--- config.mk ---
export PLATFORM = sky130hd
export DESIGN_NAME = piso_shifter_flat
export DESIGN_NICKNAME = d
export VERILOG_FILES = /design/src/rtl/piso_shifter_if.sv /design/src/rtl/piso_shifter.sv /design/src/flat_wrapper.sv
export SDC_FILE = /design/constraint.sdc
export NUM_CORES = 1
export LEC_CHECK = 0
export ABC_CLOCK_PERIOD_IN_PS = 2700
export CAP_MARGIN = 30
export CORE_ASPECT_RATIO = 1.1
export CORE_MARGIN = 1.5
export CORE_UTILIZATION = 51
export DETAILED_ROUTE_END_ITERATION = 16
export PLACE_DENSITY = 0.89
export SLEW_MARGIN = 25
export SYNTH_ARGS = -nofsm -noshare
export SYNTH_HDL_FRONTEND = slang
export SYNTH_SLANG_ARGS = --single-unit
--- constraint.sdc ---
create_clock -name clk -period 2.7 [get_ports clk]
set_clock_uncertainty 0.1 [all_clocks]
set_input_delay 0.54 -clock clk [delete_from_list [all_inputs] [get_ports clk]]
set_output_delay 0.54 -clock clk [all_outputs]
set_load 0.02 [all_outputs]
--- src/rtl/piso_shifter_if.sv ---
// Load and serial handshake bundle for piso_shifter.
// master is the producer/consumer side; slave is the shifter.
interface piso_shifter_if #(
  parameter int unsigned WIDTH = 8
);
  logic [WIDTH-1:0] in;
  logic             load_valid;
  logic             load_ready;
  logic             out_bit;
  logic             out_valid;
  logic             out_ready;
  logic             clear;
  logic             busy;
  logic             done;

  modport master (
    output in, load_valid, out_ready, clear,
    input  load_ready, out_bit, out_valid, busy, done
  );

  modport slave (
    input  in, load_valid, out_ready, clear,
    output load_ready, out_bit, out_valid, busy, done
  );
endinterface

--- src/rtl/piso_shifter.sv ---
// Parallel-in, serial-out shifter with valid/ready on both sides.
// A word can be reloaded in its own last-bit cycle so words stream with no bubble.
module piso_shifter #(
  parameter int unsigned WIDTH     = 8,
  parameter bit          MSB_FIRST = 1'b1
) (
  input logic            clk,
  input logic            reset_n,
  piso_shifter_if.slave  bus
);

  localparam int unsigned CntW = (WIDTH > 2) ? $clog2(WIDTH) : 1;
  localparam logic [CntW-1:0] CntLast = CntW'(WIDTH - 1);

  typedef enum logic {StIdle, StShift} state_e;

  state_e           state_q, state_d;
  logic [WIDTH-1:0] sreg_q, sreg_d;
  logic [CntW-1:0]  count_q, count_d;
  logic             done_q, done_d;

  logic in_shift;
  logic last_bit;
  logic load_fire;

  assign in_shift  = (state_q == StShift);
  assign last_bit  = in_shift && (count_q == '0) && bus.out_ready;
  // Gated by reset_n so a load presented during reset is never acknowledged.
  assign bus.load_ready = reset_n && !bus.clear && ((state_q == StIdle) || last_bit);
  assign load_fire = bus.load_valid && bus.load_ready;

  always_comb begin
    state_d = state_q;
    sreg_d  = sreg_q;
    count_d = count_q;
    done_d  = 1'b0;
    if (bus.clear) begin
      state_d = StIdle;
      sreg_d  = '0;
      count_d = '0;
    end else begin
      unique case (state_q)
        StIdle: begin
          if (load_fire) begin
            state_d = StShift;
            sreg_d  = bus.in;
            count_d = CntLast;
          end
        end
        StShift: begin
          if (bus.out_ready) begin
            if (count_q != '0) begin
              sreg_d  = MSB_FIRST ? (sreg_q << 1) : (sreg_q >> 1);
              count_d = count_q - 1'b1;
            end else begin
              done_d = 1'b1;
              if (load_fire) begin
                sreg_d  = bus.in;
                count_d = CntLast;
              end else begin
                state_d = StIdle;
                sreg_d  = '0;
              end
            end
          end
        end
        default: state_d = StIdle;
      endcase
    end
  end

  always_ff @(posedge clk or negedge reset_n) begin
    if (!reset_n) begin
      state_q <= StIdle;
      sreg_q  <= '0;
      count_q <= '0;
      done_q  <= 1'b0;
    end else begin
      state_q <= state_d;
      sreg_q  <= sreg_d;
      count_q <= count_d;
      done_q  <= done_d;
    end
  end

  assign bus.out_valid = in_shift;
  assign bus.busy      = in_shift;
  assign bus.done      = done_q;
  assign bus.out_bit   = in_shift && (MSB_FIRST ? sreg_q[WIDTH-1] : sreg_q[0]);

endmodule
--- src/flat_wrapper.sv ---
// flat-port wrapper written by rule: the top's interface ports become plain ports
module piso_shifter_flat 
#(
  parameter int unsigned WIDTH     = 8,
  parameter bit          MSB_FIRST = 1'b1
)
  (clk, reset_n, bus_in, bus_load_valid, bus_out_ready, bus_clear, bus_load_ready, bus_out_bit, bus_out_valid, bus_busy, bus_done);
  piso_shifter_if #(.WIDTH(WIDTH)) bus_i ();
  input logic clk;
  input logic reset_n;
  input wire logic [$bits(bus_i.in)-1:0] bus_in;
  input wire logic [$bits(bus_i.load_valid)-1:0] bus_load_valid;
  input wire logic [$bits(bus_i.out_ready)-1:0] bus_out_ready;
  input wire logic [$bits(bus_i.clear)-1:0] bus_clear;
  output wire logic [$bits(bus_i.load_ready)-1:0] bus_load_ready;
  output wire logic [$bits(bus_i.out_bit)-1:0] bus_out_bit;
  output wire logic [$bits(bus_i.out_valid)-1:0] bus_out_valid;
  output wire logic [$bits(bus_i.busy)-1:0] bus_busy;
  output wire logic [$bits(bus_i.done)-1:0] bus_done;
  assign bus_i.in = bus_in;
  assign bus_i.load_valid = bus_load_valid;
  assign bus_i.out_ready = bus_out_ready;
  assign bus_i.clear = bus_clear;
  assign bus_load_ready = bus_i.load_ready;
  assign bus_out_bit = bus_i.out_bit;
  assign bus_out_valid = bus_i.out_valid;
  assign bus_busy = bus_i.busy;
  assign bus_done = bus_i.done;
  piso_shifter #(.WIDTH(WIDTH), .MSB_FIRST(MSB_FIRST)) u_core (.clk(clk), .reset_n(reset_n), .bus(bus_i));
endmodule
==> run_1/metal_stack.png <==
(8 px per um)
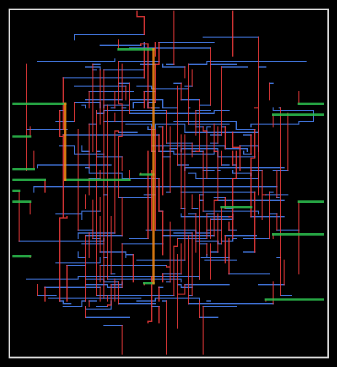
[blue] met1 | wire length: 728 um
[red] met2 | wire length: 763 um
[orange] met4 | wire length: 38.8 um
[green] met3 | wire length: 64.2 um
Tot GR Track Use: 23.9%
DR WL/cell: 14.6 um
final wirelength: 1590 um
number of vias in the routed layout: 631

==> run_1/final_congestion.png <==
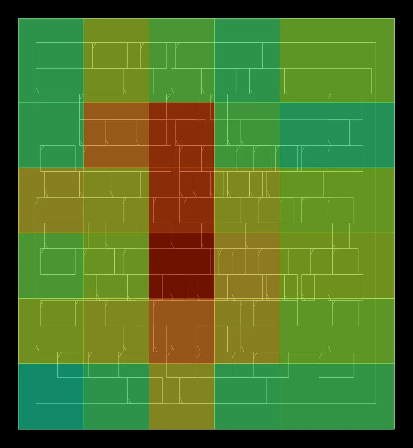
Global Route met1 Usage: 31.3%
met3 Track Usage GR: 4.62%
met2 Usage GRT: 37.7%

==> flow report, run 1 <==
DETAILED ROUTING
-----------------------------------------------------------------------------------
Starting DRT DRC Count                                                            6
Detail Route Antenna Nets                                                         0
Detailed-routing wirelength on met1                                          727 um

SYNTHESIS
-----------------------------------------------------------------------------------
Yosys stat cell total                                                            71
Synth mux share                                                                  0%
Synthesis-stage register bit count                                               13
Netlist Area Pre-Place                                                     754 um^2

FLOORPLANNING
-----------------------------------------------------------------------------------
Total Die Area                                                            1720 um^2
Core utilization at floorplan                                                 55.2%

FINISH
-----------------------------------------------------------------------------------
Flip-flop count of the largest register, all copies and words added               8
Multi-input gates                                                                49
Non-clock buffer total of the final layout                                       22
Register area                                                              325 um^2
Share of cell area taken by multi-input logic gates                           38.7%
Share of final layout cell area taken by clock buffers and inverters          2.68%

MIN PATH
-----------------------------------------------------------------------------------
Endpoint with the worst hold slack                                     u_core.sreg_q[7]$_DFFE_PN0P_
Cell count of the worst hold path                                                 1

PLACED DESIGN
-----------------------------------------------------------------------------------
Number of buffer cells added on primary ports                                    17
Post-DP Area                                                               951 um^2
Worst slack, placed                                                        0.117 ns
Final HPWL from detailed placement                                          1150 um

CLOCK NETWORK
-----------------------------------------------------------------------------------
Clock root buffer master                                               sky130_fd_sc_hd__clkbuf_4
# resized after CTS                                                               0
Number of buffers added for setup after CTS                                       0
TritonCTS clock tree                                                          built
Number of levels the H-tree was split into                                        1
Sink count of the clock tree                                                     13

SETUP PATH
-----------------------------------------------------------------------------------
Worst stage delay on the critical path                                      0.63 ns
Kind of cell adding the most delay to the critical path                  flip-flops
Source of the critical timing path                                     u_core.bus.busy$_DFF_PN0_
Worst path depth                                                                  2
Crit Path Max Fanout                                                             17

GRT
-----------------------------------------------------------------------------------
Via count of the first global-routing pass                                      641
Gr busiest metal                                                               met2
Total grt overflow                                                                0

STA
-----------------------------------------------------------------------------------
Post-route fraction of the period consumed by the critical path               87.0%
Total count of hold-check failures in the final report                            0
Final setup violation count                                                       0

POWER
-----------------------------------------------------------------------------------
Total Power Consumption                                                      450 uW

RUN STATUS
-----------------------------------------------------------------------------------
Outcome                                                                   completed

==> run_1/clock_map.png <==
(6 px per um)
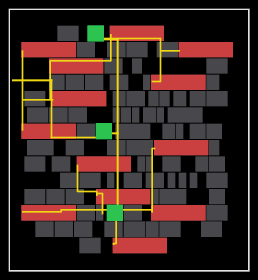
[red] flip-flops | count: 13
[green] cells driving clock nets | count: 3
[yellow] clock wires | length: 177 um
routed clock nets: 4
Clock power frac: 27.4%
clock network latency to the later pin of the worst-skew pair: 0.28 ns
reported clock group power: 124 uW

## run 1: report_power, final
part | leakage [uW] | switching [uW] | total (uW) | internal [uW]
Combinational | 0.000225 | 52.5 | 109 | 56.7
Clock | 0.0000150 | 66.2 | 124 | 57.5
Sequential | 0.000176 | 10.5 | 218 | 207
Total | 0.000416 | 129 | 450 | 321
## run 1: cell usage after synthesis
master | number | area (um^2)
sky130_fd_sc_hd__dfrtp_1 | 13 | 325
sky130_fd_sc_hd__o2bb2ai_1 | 8 | 70.1
sky130_fd_sc_hd__a221oi_1 | 7 | 61.3
sky130_fd_sc_hd__and2b_2 | 6 | 52.6
sky130_fd_sc_hd__inv_1 | 5 | 18.8
sky130_fd_sc_hd__nor2_1 | 4 | 15.0
sky130_fd_sc_hd__a311oi_1 | 3 | 26.3
sky130_fd_sc_hd__nand2_1 | 3 | 11.3
sky130_fd_sc_hd__a21oi_1 | 2 | 10.0
sky130_fd_sc_hd__buf_4 | 2 | 15.0
sky130_fd_sc_hd__ha_1 | 2 | 25.0
sky130_fd_sc_hd__nand2b_1 | 2 | 12.5
sky130_fd_sc_hd__nor2_2 | 2 | 12.5
sky130_fd_sc_hd__o21ai_0 | 2 | 10.0
sky130_fd_sc_hd__and2_1 | 1 | 6.26
sky130_fd_sc_hd__and2b_1 | 1 | 7.51
sky130_fd_sc_hd__buf_2 | 1 | 5.00
sky130_fd_sc_hd__buf_6 | 1 | 11.3
sky130_fd_sc_hd__nand2_2 | 1 | 6.26
sky130_fd_sc_hd__nand2b_2 | 1 | 8.76
sky130_fd_sc_hd__nor2b_1 | 1 | 6.26
sky130_fd_sc_hd__nor3_1 | 1 | 5.00
sky130_fd_sc_hd__nor3_4 | 1 | 16.3
sky130_fd_sc_hd__o32ai_2 | 1 | 16.3
## Run 2: what changed since run 1
--- a/config.mk
+++ b/config.mk
@@ -7,7 +7,6 @@
 export LEC_CHECK = 0
 export ABC_CLOCK_PERIOD_IN_PS = 2700
 export CAP_MARGIN = 30
-export CORE_ASPECT_RATIO = 1.1
 export CORE_MARGIN = 1.5
 export CORE_UTILIZATION = 51
 export DETAILED_ROUTE_END_ITERATION = 16
==> run 2 against run 1 <==
Net effect:
- sequential power is essentially flat
- fmax grew 0.99%
- largest cell class unchanged
- worst setup slack gained 0.023 ns
- sequential share of layout area grew 0.56 points
- critical path depth is the same
- power shrank 0.83%
- critical path type unchanged
- final area shrank 1.7%
- combinational power is essentially flat
- non-clock buffer count shrank 2
- hold slack gained 0.00098 ns
- utilization grew 0.53 points
- critical endpoint unchanged
- die size is essentially flat
==> flow report, run 2 <==
RUN STATUS
----------------------------------------------------------------------------
Outcome                                                            completed

SETUP PATH
----------------------------------------------------------------------------
Kind of cell adding the most delay to the critical path           flip-flops
Crit Path Max Fanout                                                      17   unchanged

SYNTHESIS
----------------------------------------------------------------------------
Post-synthesis cell type with the largest combined area         sky130_fd_sc_hd__dfrtp_1
Synth mux share                                                           0%   unchanged
Number of enable flip-flop cells                                           0   unchanged
Cell types occupying the most area after synthesis              sky130_fd_sc_hd__dfrtp_1 43%, sky130_fd_sc_hd__o2bb2ai_1 9.3%, sky130_fd_sc_hd__a221oi_1 8.1%
Netlist Area Pre-Place                                              754 um^2   unchanged
Share of the synthesized area in the top cell type                     43.1%   unchanged
Count leader, synth                                             sky130_fd_sc_hd__dfrtp_1

DETAILED ROUTING
----------------------------------------------------------------------------
Final wirelength                                                     1590 um   about the same
Starting DRT DRC Count                                                    22   +16

POWER
----------------------------------------------------------------------------
Switching power of the nets                                           128 uW   -0.54%
Group with the largest share of power                           sequential cells
Sequential Power Share                                                 48.7%   +0.4 points
Total Power Consumption                                               447 uW   -0.83%
Power attributed to sequential cells                                  217 uW   about the same

MIN PATH
----------------------------------------------------------------------------
Endpoint with the worst hold slack                              u_core.sreg_q[7]$_DFFE_PN0P_

STA
----------------------------------------------------------------------------
Total count of hold-check failures in the final report                     0   unchanged

FLOORPLANNING
----------------------------------------------------------------------------
Core utilization at floorplan                                          56.6%   +1.3 points

PLACED DESIGN
----------------------------------------------------------------------------
Number of buffer cells added on primary ports                             17   unchanged

CLOCK NETWORK
----------------------------------------------------------------------------
Clock network latency to the later pin of the worst-skew pair        0.28 ns   about the same
TritonCTS clock tree                                                   built

## run 2: cell types whose count changed in the layout (fill, tap and decap cells not counted)
| cell | change |
|---|---|
| sky130_fd_sc_hd__buf_4 | -2 |
## run 2: routing by layer
layer | wire, um | track usage [%] | vias up
li1 | - | - | 305
met3 | 90 | 3.04 | 3
met2 | 793 | 32.8 | 26
met5 | 0 | 0 | -
met1 | 683 | 27.3 | 321
met4 | 24 | 8.39 | 0
## run 2: layout make-up
type                    count  area (um^2)  area share [%]
multi-input cells          49          379            39.4
flip-flops and latches     13          325            33.8
repair buffers             20          195            20.3
clock buffers               4         26.3            2.73
inverters                   5         18.8            1.95
well taps                  15         18.8            1.95
## run 2: how the worst max path moves through the flow
stage	start	endpoint	slack (ns)	cells past startpoint
after floorplan	u_core.count_q[0]$_DFFE_PN0P_	bus_load_ready	0.84	5
after global routing	u_core.bus.busy$_DFF_PN0_	bus_out_bit	0.31	2
final	u_core.bus.busy$_DFF_PN0_	bus_out_bit	0.37	2
after CTS	u_core.count_q[0]$_DFFE_PN0P_	bus_load_ready	0.01	6
after global placement	bus_out_ready	bus_load_ready	0.16	4
after detailed placement	bus_clear	bus_load_ready	0.1	4
## run 2: cells by family after synthesis
kind of cell / Yosys count
flip-flops: 13
buffers and inverters: 9
AND-OR/OR-AND: 23
adder cells (fa/ha/maj): 2
AND/OR/NAND/NOR: 24
## run 2: timing repair
action,in CTS,in global routing
buffers inserted,0,0
resized,0,1
endpoints found under the setup margin,0,1
## run 2: through the flow
stage	instance area (um^2)	instances
5_1_grt	963	106
3_5_place_dp	935	102
2_1_floorplan	754	71
4_1_cts	961	106
3_3_place_gp	935	102
6_report	963	106
==> run_2/final_congestion.png <==
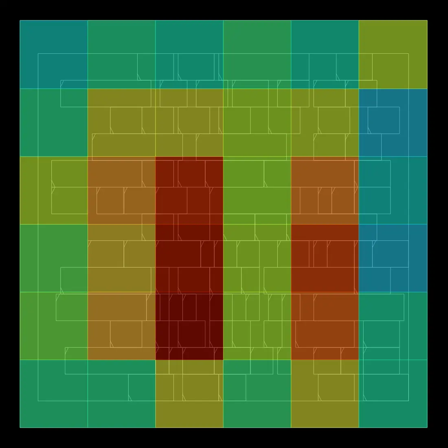
DR WL/cell: 15.0 um
met3 Track Usage GR: 3.04%
Global Route met1 Usage: 27.3%
Tot GR Track Use: 20.4%

==> run_2/registers.png <==
(12 px per um) Other sequential cells in the stronger gray, the rest of the logic in the fainter gray.
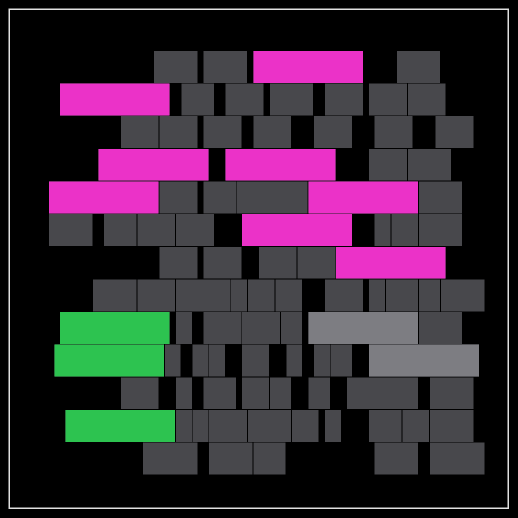
[green] u_core.count_q | flops: 3
[magenta] u_core.sreg_q | flops: 8
not colored: 2

## Run 3: what changed since run 2
--- a/config.mk
+++ b/config.mk
@@ -8,9 +8,9 @@
 export ABC_CLOCK_PERIOD_IN_PS = 2700
 export CAP_MARGIN = 30
 export CORE_MARGIN = 1.5
-export CORE_UTILIZATION = 51
+export CORE_UTILIZATION = 30
 export DETAILED_ROUTE_END_ITERATION = 16
-export PLACE_DENSITY = 0.89
+export PLACE_DENSITY = 0.6
 export SLEW_MARGIN = 25
 export SYNTH_ARGS = -nofsm -noshare
 export SYNTH_HDL_FRONTEND = slang
==> run 3 against run 2 <==
Net effect:
- wire length up 3.1%
- first-iteration DRC count fell by 64%
- synthesized area is the same
==> flow report, run 3 <==
STA
-------------------------------------------------------------------------------------
Setup repair after global routing missed its margin                             false
Total count of hold-check failures in the final report                              0   unchanged

CLOCK NETWORK
-------------------------------------------------------------------------------------
Clock buffers created by TritonCTS                                                  3
TritonCTS clock tree                                                            built
Clock-pin slew of the registers on the worst-case setup and hold paths        0.09 ns
# resized after CTS                                                                 0   unchanged
Clock network latency to the later pin of the worst-skew pair                 0.28 ns   about the same

PLACED DESIGN
-------------------------------------------------------------------------------------
Number of buffer cells added on primary ports                                      17   unchanged
Post-DP Area                                                                 958 um^2   +2.5%
Placed Instances                                                                  116   +14%

POWER
-------------------------------------------------------------------------------------
Sequential Power Share                                                          48.4%   -0.3 points
Switching power of the nets                                                    131 uW   +2.2%
Group with the largest share of power                                    sequential cells
Total Power Consumption                                                        449 uW   +0.55%

FLOORPLANNING
-------------------------------------------------------------------------------------
Total Die Area                                                              2820 um^2
Height of the die                                                             53.2 um
Core utilization at floorplan                                                   32.8%   -24 points

SYNTHESIS
-------------------------------------------------------------------------------------
Count leader, synth                                                      sky130_fd_sc_hd__dfrtp_1
Share of the synthesized area in the top cell type                              43.1%   unchanged
Cell types occupying the most area after synthesis                       sky130_fd_sc_hd__dfrtp_1 43%, sky130_fd_sc_hd__o2bb2ai_1 9.3%, sky130_fd_sc_hd__a221oi_1 8.1%
Post-synthesis cell type with the largest combined area                  sky130_fd_sc_hd__dfrtp_1
Netlist Area Pre-Place                                                       754 um^2   unchanged
Number of enable flip-flop cells                                                    0   unchanged

SETUP PATH
-------------------------------------------------------------------------------------
CP endpoint                                                               bus_out_bit

DETAILED ROUTING
-------------------------------------------------------------------------------------
Starting DRT DRC Count                                                              8   -64%
DR WL/cell                                                                    13.7 um   -8.9%
Final wirelength                                                              1640 um   +3.1%

FINISH
-------------------------------------------------------------------------------------
Filler cells                                                                      235
Design Area, Final                                                           988 um^2   +2.6%
Non-filler cells, final                                                           120   +13%

RUN STATUS
-------------------------------------------------------------------------------------
Outcome                                                                     completed

run 3: area by class of cell:
cell class / count / area (um^2) / share of cell area [%]
Inverter: 5 / 18.8 / 1.90
Multi-Input combinational cell: 49 / 379 / 38.4
Clock buffer: 3 / 22.5 / 2.28
Timing Repair Buffer: 21 / 203 / 20.5
Tap cell: 28 / 35.0 / 3.54
Sequential cell: 13 / 325 / 32.9
Clock inverter: 1 / 5.00 / 0.506
run 3: per-layer routing:
layer	GRT usage [%]	vias up	share of wire, %
li1	-	307	-
met1	18.7	285	48
met2	20.2	17	46
met3	5.37	0	5.4
met4	2.56	0	0
met5	0	-	0
run 3: how the worst min path moves through the flow:
stage,start,slack (ns),end,depth (start not counted)
2_1_floorplan,reset_n,0.14,u_core.bus.busy$_DFF_PN0_,0
3_3_place_gp,u_core.sreg_q[7]$_DFFE_PN0P_,0.37,u_core.sreg_q[7]$_DFFE_PN0P_,1
3_5_place_dp,u_core.sreg_q[7]$_DFFE_PN0P_,0.37,u_core.sreg_q[7]$_DFFE_PN0P_,1
4_1_cts,u_core.sreg_q[7]$_DFFE_PN0P_,0.40,u_core.sreg_q[7]$_DFFE_PN0P_,1
5_1_grt,u_core.sreg_q[2]$_DFFE_PN0P_,0.41,u_core.sreg_q[2]$_DFFE_PN0P_,1
6_report,u_core.sreg_q[7]$_DFFE_PN0P_,0.39,u_core.sreg_q[7]$_DFFE_PN0P_,1
run 3: cells by family after synthesis:
group / share of synthesized area, %
AND/OR/NAND/NOR: 21.2
flip-flops: 43.1
adder cells (fa/ha/maj): 3.32
buffers and inverters: 6.63
AND-OR/OR-AND: 25.7
run 3: critical path: stages (launching register included):
cell and delay (ns):
sky130_fd_sc_hd__dfrtp_1 0.64, sky130_fd_sc_hd__and2_1 0.20, sky130_fd_sc_hd__clkdlybuf4s50_1 0.60
==> run_3/clock_map.png <==
(4 px per um)
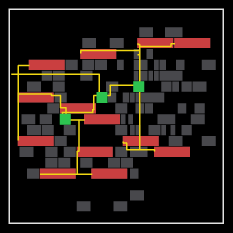
[green] cells driving clock nets | count: 3
[red] flip-flops | count: 13
[yellow] clock wires | length: 187 um
routed clock nets: 4

==> run_3/final_congestion.png <==
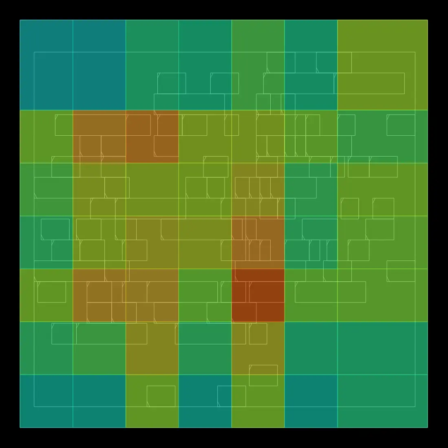
gr busiest metal: met2
Global Route met1 Usage: 18.7%


==> layout pictures side by side <==
Close-up of the layout.
picture 1
Window x 21 to 41, y 0 to 20 um. Cells in gray, sequential cells in the stronger gray; small squares are vias.
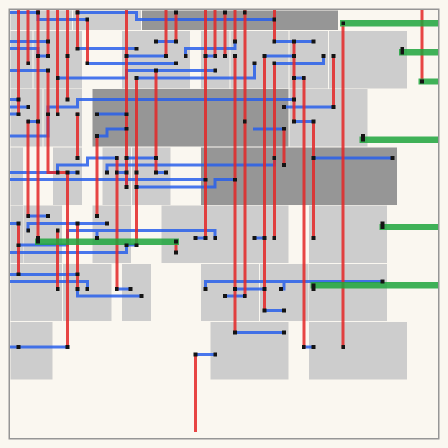
picture 2
Window x 20 to 40, y 1 to 21 um. Cells in gray, sequential cells in the stronger gray; small squares are vias.
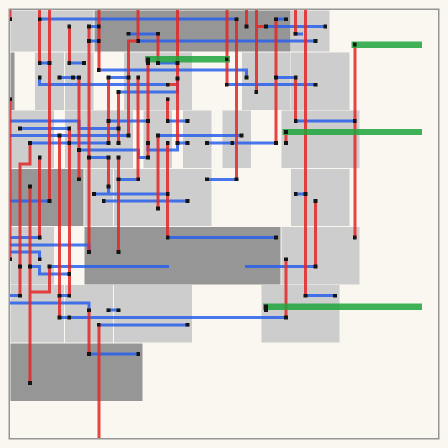
picture 3
Window x 30 to 50, y 3 to 23 um. Cells in gray, sequential cells in the stronger gray; small squares are vias.
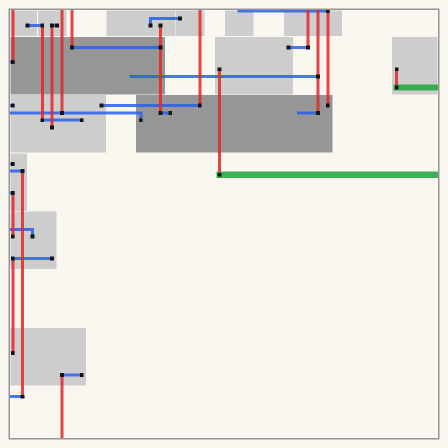
run 1: picture 2
run 2: picture 1
run 3: picture 3

Key to picture 2:
[red] met2
[blue] met1
[green] met3
most frequent: clkdlybuf4s50_1 (5)
netlist names of flops here include: u_core.count_q (2), u_core.sreg_q (1)
sequential cells in the window: 3
cells with their middle in the window: 25

Power figures rest on the tool's default switching activity, not on a simulated workload.
